<file path="src/rtl/chipset_bus_pkg.sv">
// chipset_bus shared types and field widths.
// Used by the bus FSM and the region decoder.
package chipset_bus_pkg;

    typedef enum logic [1:0] {
        ST_IDLE,
        ST_ACCESS,
        ST_RESP
    } state_t;

    localparam int MAX_REG = 8;
    localparam int WAIT_W  = 4;
    localparam int SIZE_W  = 5;
    localparam int IDX_W   = $clog2(MAX_REG);

endpackage

</file>
<file path="src/rtl/chipset_region_decode.sv">
// Combinational address-to-region decoder.
// The lowest matching region index wins.
module chipset_region_decode
    import chipset_bus_pkg::*;
#(
    parameter int ADDR_W = 32,
    parameter int N_REG  = 3,
    parameter logic [N_REG*ADDR_W-1:0] REG_BASE      = {32'h800, 32'h400, 32'h000},
    parameter logic [N_REG*SIZE_W-1:0] REG_SIZE_LOG2 = {5'd8, 5'd7, 5'd10},
    parameter logic [N_REG-1:0]        REG_RO        = 3'b010
) (
    input  logic [ADDR_W-1:0] i_addr,
    output logic              o_hit,
    output logic [IDX_W-1:0]  o_idx,
    output logic              o_ro,
    output logic [ADDR_W-1:0] o_offset
);

    logic [ADDR_W-1:0] w_mask;

    // Scan downwards so a lower index overrides a higher one.
    always_comb begin
        o_hit    = 1'b0;
        o_idx    = '0;
        o_ro     = 1'b0;
        o_offset = '0;
        w_mask   = '0;
        for (int i = N_REG - 1; i >= 0; i--) begin
            w_mask = ~((ADDR_W'(1) << REG_SIZE_LOG2[i*SIZE_W +: SIZE_W])
                       - ADDR_W'(1));
            if ((i_addr & w_mask) == (REG_BASE[i*ADDR_W +: ADDR_W] & w_mask)) begin
                o_hit    = 1'b1;
                o_idx    = IDX_W'(i);
                o_ro     = REG_RO[i];
                o_offset = i_addr & ~w_mask;
            end
        end
    end

endmodule

</file>
<file path="src/rtl/chipset_bus.sv">
// Memory-map chipset: decodes CPU accesses to N devices,
// inserts per-region wait states and returns a ready pulse.
module chipset_bus
    import chipset_bus_pkg::*;
#(
    parameter int DATA_W = 32,
    parameter int ADDR_W = 32,
    parameter int N_REG  = 3,
    parameter logic [N_REG*ADDR_W-1:0] REG_BASE      = {32'h800, 32'h400, 32'h000},
    parameter logic [N_REG*SIZE_W-1:0] REG_SIZE_LOG2 = {5'd8, 5'd7, 5'd10},
    parameter logic [N_REG*WAIT_W-1:0] REG_WAIT      = {4'd3, 4'd1, 4'd0},
    parameter logic [N_REG-1:0]        REG_RO        = 3'b010
) (
    input  logic                    i_clk,
    input  logic                    i_rst,
    input  logic                    i_cpu_req,
    input  logic                    i_cpu_we,
    input  logic [ADDR_W-1:0]       i_cpu_addr,
    input  logic [DATA_W-1:0]       i_cpu_wdata,
    output logic                    o_cpu_ready,
    output logic                    o_cpu_err,
    output logic [DATA_W-1:0]       o_cpu_rdata,
    output logic [N_REG-1:0]        o_dev_en,
    output logic [N_REG-1:0]        o_dev_we,
    output logic [ADDR_W-1:0]       o_dev_addr,
    output logic [DATA_W-1:0]       o_dev_wdata,
    input  logic [N_REG*DATA_W-1:0] i_dev_rdata
);

    state_t            r_state;
    state_t            w_next;
    logic [WAIT_W-1:0] r_cnt;
    logic              r_we;
    logic [ADDR_W-1:0] r_off;
    logic [DATA_W-1:0] r_wdata;
    logic [IDX_W-1:0]  r_idx;
    logic              r_err;
    logic [DATA_W-1:0] r_rdata;

    logic              w_hit;
    logic [IDX_W-1:0]  w_idx;
    logic              w_ro;
    logic [ADDR_W-1:0] w_off;
    logic              w_err;
    logic              w_accept;
    logic [WAIT_W-1:0] w_wait;
    logic [N_REG-1:0]  w_sel;
    logic [DATA_W-1:0] w_rdata;

    chipset_region_decode #(
        .ADDR_W        (ADDR_W),
        .N_REG         (N_REG),
        .REG_BASE      (REG_BASE),
        .REG_SIZE_LOG2 (REG_SIZE_LOG2),
        .REG_RO        (REG_RO)
    ) u_decode (
        .i_addr   (i_cpu_addr),
        .o_hit    (w_hit),
        .o_idx    (w_idx),
        .o_ro     (w_ro),
        .o_offset (w_off)
    );

    assign w_err    = !w_hit || (i_cpu_we && w_ro);
    assign w_accept = (r_state == ST_IDLE) && i_cpu_req;

    // Per-index lookups for the new request and the latched one.
    always_comb begin
        w_wait  = '0;
        w_sel   = '0;
        w_rdata = '0;
        for (int i = 0; i < N_REG; i++) begin
            if (w_idx == IDX_W'(i))
                w_wait = REG_WAIT[i*WAIT_W +: WAIT_W];
            if (r_idx == IDX_W'(i)) begin
                w_sel[i] = 1'b1;
                w_rdata  = i_dev_rdata[i*DATA_W +: DATA_W];
            end
        end
    end

    always_comb begin
        w_next = r_state;
        unique case (r_state)
            ST_IDLE:   if (i_cpu_req) w_next = w_err ? ST_RESP : ST_ACCESS;
            ST_ACCESS: if (r_cnt == '0) w_next = ST_RESP;
            ST_RESP:   w_next = ST_IDLE;
            default:   w_next = ST_IDLE;
        endcase
    end

    always_ff @(posedge i_clk) begin
        if (i_rst) begin
            r_state <= ST_IDLE;
            r_cnt   <= '0;
            r_we    <= 1'b0;
            r_off   <= '0;
            r_wdata <= '0;
            r_idx   <= '0;
            r_err   <= 1'b0;
            r_rdata <= '0;
        end else begin
            r_state <= w_next;
            if (w_accept) begin
                r_we    <= i_cpu_we;
                r_off   <= w_off;
                r_wdata <= i_cpu_wdata;
                r_idx   <= w_idx;
                r_cnt   <= w_err ? '0 : w_wait;
                r_err   <= w_err;
                r_rdata <= '0;
            end else if (r_state == ST_ACCESS) begin
                if (r_cnt != '0)
                    r_cnt <= r_cnt - 1'b1;
                else if (!r_we)
                    r_rdata <= w_rdata;
            end
        end
    end

    assign o_cpu_ready = (r_state == ST_RESP);
    assign o_cpu_err   = r_err;
    assign o_cpu_rdata = r_rdata;
    assign o_dev_en    = (r_state == ST_ACCESS) ? w_sel : '0;
    assign o_dev_we    = (r_state == ST_ACCESS && r_we && r_cnt == '0)
                         ? w_sel : '0;
    assign o_dev_addr  = r_off;
    assign o_dev_wdata = r_wdata;

endmodule

</file>
<file path="config.mk">
export PLATFORM = sky130hd
export DESIGN_NAME = chipset_bus
export DESIGN_NICKNAME = d
export VERILOG_FILES = /design/src/rtl/chipset_bus_pkg.sv /design/src/rtl/chipset_region_decode.sv /design/src/rtl/chipset_bus.sv
export SDC_FILE = /design/constraint.sdc
export NUM_CORES = 1
export LEC_CHECK = 0
export CAP_MARGIN = 20
export CORE_MARGIN = 2
export CORE_UTILIZATION = 37
export DETAILED_ROUTE_END_ITERATION = 16
export PLACE_DENSITY = 0.92
export SYNTH_ARGS = -nofsm -noshare
export SYNTH_HDL_FRONTEND = slang
export SYNTH_SLANG_ARGS = --single-unit
</file>
<file path="constraint.sdc">
create_clock -name i_clk -period 2.2 [get_ports i_clk]
set_input_delay 0.44 -clock i_clk [delete_from_list [all_inputs] [get_ports i_clk]]
set_output_delay 0.44 -clock i_clk [all_outputs]
set_load 0.01 [all_outputs]
</file>
==> notes.md, run 1 <==
impl run done, here's what came out: hold path startpoint=o_dev_wdata[15]$_SDFFE_PP0P_, timing startpoint of the critical path=r_cnt[0]$_SDFFE_PP0P_, number of instances in the synthesized netlist=483, sequential cell area fraction in the yosys report=0.410, number of unique standard cell types used by synthesis=36, reg-to-reg startpoint=r_cnt[0]$_SDFFE_PP0P_, worst ir drop on vdd=0.000360 V, Placed Instances=849, Internal Power=2.47 mW, power share of the combinational group=0.183, endpoint kind of the worst setup timing path=output port, post_cts resized=23, setup slack on the worst flop-to-flop path=0.25 ns, min cycle time layout=2.17 ns, number of remaining DRC errors=0, met1 global-route usage=0.203, clock group power=1.12 mW, reported combinational group power=0.606 mW, Hold Path Cell Cnt=2, top cell family by delay on the critical path=simple AND/OR/NAND/NOR gates, sum of negative setup slack=0 ns, final hold slack=0.460 ns, clock-pin slew of the registers on the worst-case setup and hold paths=0.09 ns, FP Util=0.378, prevailing post-synth register cell=sky130_fd_sc_hd__dfxtp_1, Synth top cell by count=sky130_fd_sc_hd__dfxtp_1, switching share of total power=0.254, count of vias placed by the detailed router=4258, post-synthesis area per instance=8.49 um2, global-route wire length before repair=18600 um, flip-flop and latch count after synthesis=84, busiest layer in global routing=met2, CP Cell Sequence=inv_2, ha_4, or3b_4, nor2_4, nand2_2, nor3_2, buf_2, Net count, final=886, transition time of the tightest slew-check pin=0.891 ns, Reg power frac=0.478, routed length per instance=14.5 um, Std-Cell Rows=38, run status=completed, cell accounting for the most synthesized area=sky130_fd_sc_hd__dfxtp_1, pre-CTS setup slack=-0.0631 ns, total gr overflow=0, routed wire length=12600 um, number of cells in the yosys synthesis report=483, maximum fanout along the worst path=3, CP Buf/Inv Count=2, Synth warnings=0, kind of launch point of the worst setup path=register, Area Overhead vs Synth=66.7%, Largest type area fraction=0.410, global-route track usage on met3=0.0598
==> run 1: layer usage <==
metal  vias to the layer above  part of all wire  routed length (um)
met4                         0             0.014                 178
met5                         -                 0                   0
li1                       2090                 -                   -
met1                      1952              0.37                4700
met2                       200              0.51                6380
met3                        16              0.10                1310
==> run 1: cell usage in the layout, fill, tap and decap left out, types with 9 or more instances in the layout <==
cell type and n:
sky130_fd_sc_hd__nor2_1 75, sky130_fd_sc_hd__a21oi_1 67, sky130_fd_sc_hd__buf_4 14, sky130_fd_sc_hd__dfxtp_1 79
sky130_fd_sc_hd__mux2i_1 33, sky130_fd_sc_hd__a22o_1 9, sky130_fd_sc_hd__a211oi_2 28, sky130_fd_sc_hd__clkdlybuf4s50_1 239
sky130_fd_sc_hd__nand2_1 69, sky130_fd_sc_hd__conb_1 22, sky130_fd_sc_hd__clkbuf_8 9
==> run 1: cells by family (layout without fill, tap and decap cells) <==
logic type / Yosys count / in the layout / share of synthesized area
xor+xnor: 2 / 2 / 0.00427
mux: 33 / 33 / 0.0806
other cells: 1 / 22 / 0.000915
simple gates: 179 / 179 / 0.193
compound gates: 118 / 118 / 0.215
fa+ha+maj: 2 / 2 / 0.00610
buf+inv: 64 / 285 / 0.0894
flops: 84 / 84 / 0.410
==> run 1: layout make-up <==
class,count,area [um2]
clock buffer,10,128
tap,140,175
fill,874,4010
inverter,8,30.0
multi-input combinational,356,2160
sequential,84,1690
timing repair buffer,261,2580
clock inverter,6,71.3
==> run 1: state kept, by name (all words and copies together) (netlist names) <==
register	count
r_state	2
r_cnt	4
o_dev_wdata	32
o_dev_addr	10
r_we	1
o_cpu_err	1
o_cpu_rdata	32
r_idx	2
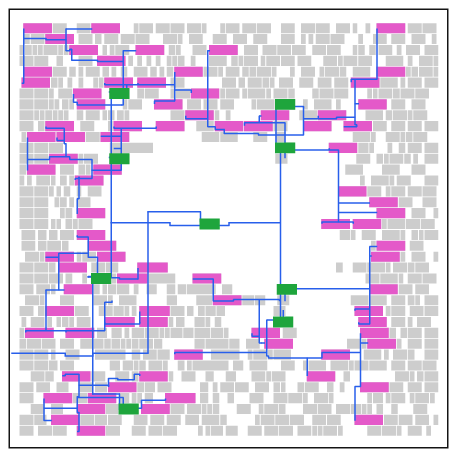
(run_1/clock_wires.png)
(4 px per um)
[blue] clock wires | length: 1070 um
[magenta] flip-flops | count: 84
[green] clock-net drivers | count: 9
flops lie: all over the die
routed clock nets: 10

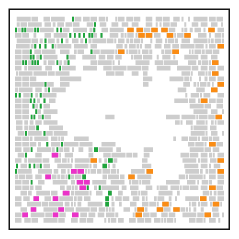
(run_1/gates.png)
(2 px per um)
[orange] mux cells | cells: 33 | most used: mux2i_1
[magenta] non-inverting ao/oa cells | cells: 15 | most used: a22o_1 | where: bottom left
[green] nand cells | cells: 77 | most used: nand2_1

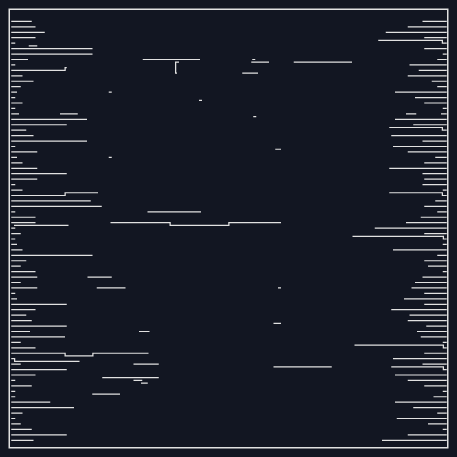
(run_1/m3.png)
(4 px per um)
wire length on this layer: 1310 um
nets with wire on the layer: 172
longest straight run: 22.5 um

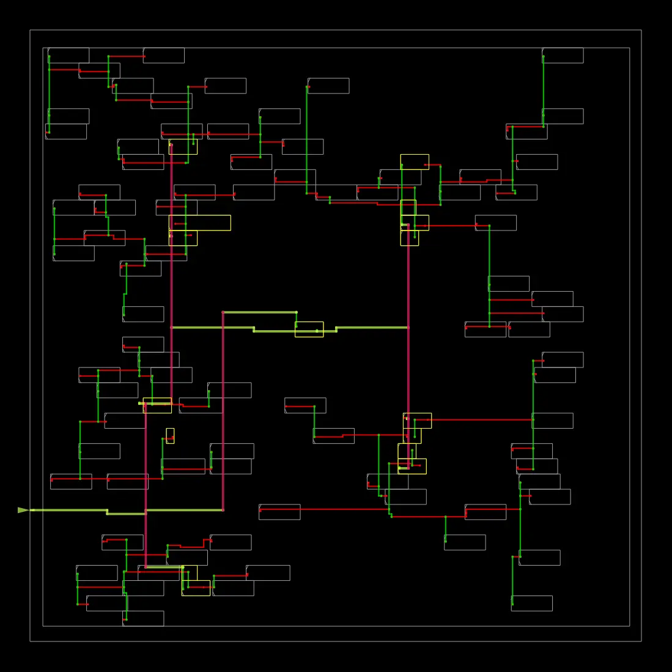
(run_1/clock_nets.png)
total clock sinks: 84
Clk Latency, worst-skew pair: 0.36 ns
clock buffers created by TritonCTS: 9
Post-Route Skew: 0.00913 ns
count of clock buffers in the final design: 10

==> run 2, diff against run 1 <==
--- a/config.mk
+++ b/config.mk
@@ -6,7 +6,6 @@
 export NUM_CORES = 1
 export LEC_CHECK = 0
 export CAP_MARGIN = 20
-export CORE_MARGIN = 2
 export CORE_UTILIZATION = 37
 export DETAILED_ROUTE_END_ITERATION = 16
 export PLACE_DENSITY = 0.92
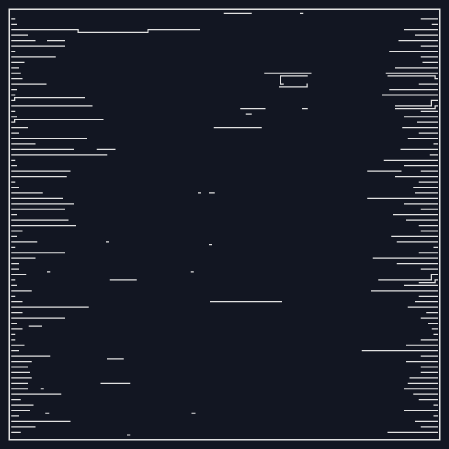
(run_2/m3.png)
(4 px per um)
routed wire length: 13000 um
global-route track usage on met3: 0.0660
count of vias placed by the detailed router: 4287

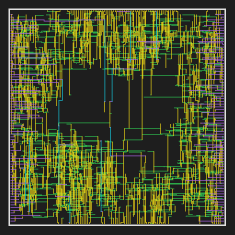
(run_2/layers.png)
(2 px per um)
[purple] M3 | wire length: 1180 um
[yellow] M2 | wire length: 6800 um
[green] M1 | wire length: 4710 um
[cyan] M4 | wire length: 274 um

==> run 2 against run 1 <==
Net effect: critical path depth is the same; critical path type unchanged; count of clock-buffer cells in the layout shrank 1; routed wire length grew 3.0%; largest power group unchanged; largest cell class unchanged; via count grew 0.68%.
==> notes.md, run 2 <==
impl run done, here's what came out: CP Buf/Inv Count=2 (unchanged), switching share of total power=0.258 (was 0.254), cell accounting for the most synthesized area=sky130_fd_sc_hd__dfxtp_1 (unchanged), transition time of the tightest slew-check pin=0.921 ns (was 0.891 ns), FP Util=0.378 (unchanged), comb area leader=AND-OR/OR-AND gates (unchanged), number of instances in the synthesized netlist=483 (unchanged), Area Overhead vs Synth=68.3% (was 66.7%), kind of launch point of the worst setup path=register (unchanged), sequential cell area fraction in the yosys report=0.410 (unchanged), fill cell count=865 (was 874), flip-flop and latch count after synthesis=84 (unchanged), clock group power=1.15 mW (was 1.12 mW), share of the synthesized netlist area taken by xor and xnor gates=0.00427 (unchanged), multiplexer share of the synthesized area=0.0806 (unchanged), total gr overflow=0 (unchanged), number of remaining DRC errors=0 (unchanged), maximum fanout along the worst path=3 (unchanged), Clk Latency, worst-skew pair=0.36 ns (about the same), Hold Path Cell Cnt=2 (unchanged), prevailing post-synth register cell=sky130_fd_sc_hd__dfxtp_1 (unchanged), min cycle time layout=2.17 ns (about the same), final hold slack=0.458 ns (was 0.460 ns), Std-Cell Rows=38 (unchanged), Compound-Gate Fraction of Synth Area=0.215 (unchanged), clock-pin slew of the registers on the worst-case setup and hold paths=0.10 ns (was 0.09 ns), Post-Route Skew=0.00936 ns (was 0.00913 ns), Net count, final=890 (was 886), post-synthesis area per instance=8.49 um2 (unchanged), worst ir drop on vdd=0.000404 V (was 0.000360 V), Synth top cell by count=sky130_fd_sc_hd__dfxtp_1 (unchanged), number of unique standard cell types used by synthesis=36 (unchanged), number of cells in the yosys synthesis report=483 (unchanged), reported combinational group power=0.608 mW (was 0.606 mW), Reg power frac=0.473 (was 0.478), routed length per instance=14.9 um (was 14.5 um), run status=completed (unchanged), endpoint kind of the worst setup timing path=output port (unchanged), top cell family by delay on the critical path=simple AND/OR/NAND/NOR gates (unchanged), adder and majority gate portion of the synthesized area=0.00610 (unchanged)
==> run 2: what timing repair did <==
| action | 4_1_cts | 5_1_grt |
|---|---|---|
| pin swaps | 4 | 3 |
| resized | 24 | 7 |
| setup endpoints to repair | 6 | 3 |
| buffers inserted | 3 | 1 |
==> run 2: per-stage QoR <==
stage / util / cells / setup slack (ns) / setup TNS [ns] / power (mW)
after floorplan: - / 504 / 0.382 / 0 / 1.83
after global placement: 0.612 / 849 / -0.0563 / -0.0635 / 2.20
after detailed placement: 0.612 / 849 / -0.0946 / -0.393 / 2.22
after CTS: 0.633 / 868 / -0.0955 / -0.0955 / 3.37
after global routing: 0.637 / 869 / -0.0235 / -0.0493 / 3.49
final: 0.637 / 869 / 0.0338 / 0 / 3.33
==> run 2: final timing paths <==
kind	start	endpoint	slack, ns
setup / recovery	r_cnt[1]$_SDFFE_PP0P_	o_dev_we[0]	0.03
hold / removal	o_dev_wdata[7]$_SDFFE_PP0P_	o_dev_wdata[7]$_SDFFE_PP0P_	0.46
setup reg to reg	r_cnt[1]$_SDFFE_PP0P_	o_cpu_rdata[17]$_SDFFE_PP0P_	0.25
hold reg to reg	o_dev_wdata[7]$_SDFFE_PP0P_	o_dev_wdata[7]$_SDFFE_PP0P_	0.46
==> run 2: layer usage <==
layer  wire length [um]  GRT usage  up-vias
met4                273      0.103        0
li1                   -          -     2098
met1               4710      0.210     1980
met3               1180     0.0660       21
met5                  0          0        -
met2               6800      0.427      188
==> run 2: cell type report <==
class,instances,area [um2],area share
multi-input cells,356,2170,0.315
clock inverters,7,82.6,0.0120
inverters,8,30.0,0.00435
flip-flops and latches,84,1690,0.245
well taps,140,175,0.0254
clock buffers,9,124,0.0179
repair buffers,265,2630,0.381
No activity file was given, so power comes from the tool's default toggle rates.
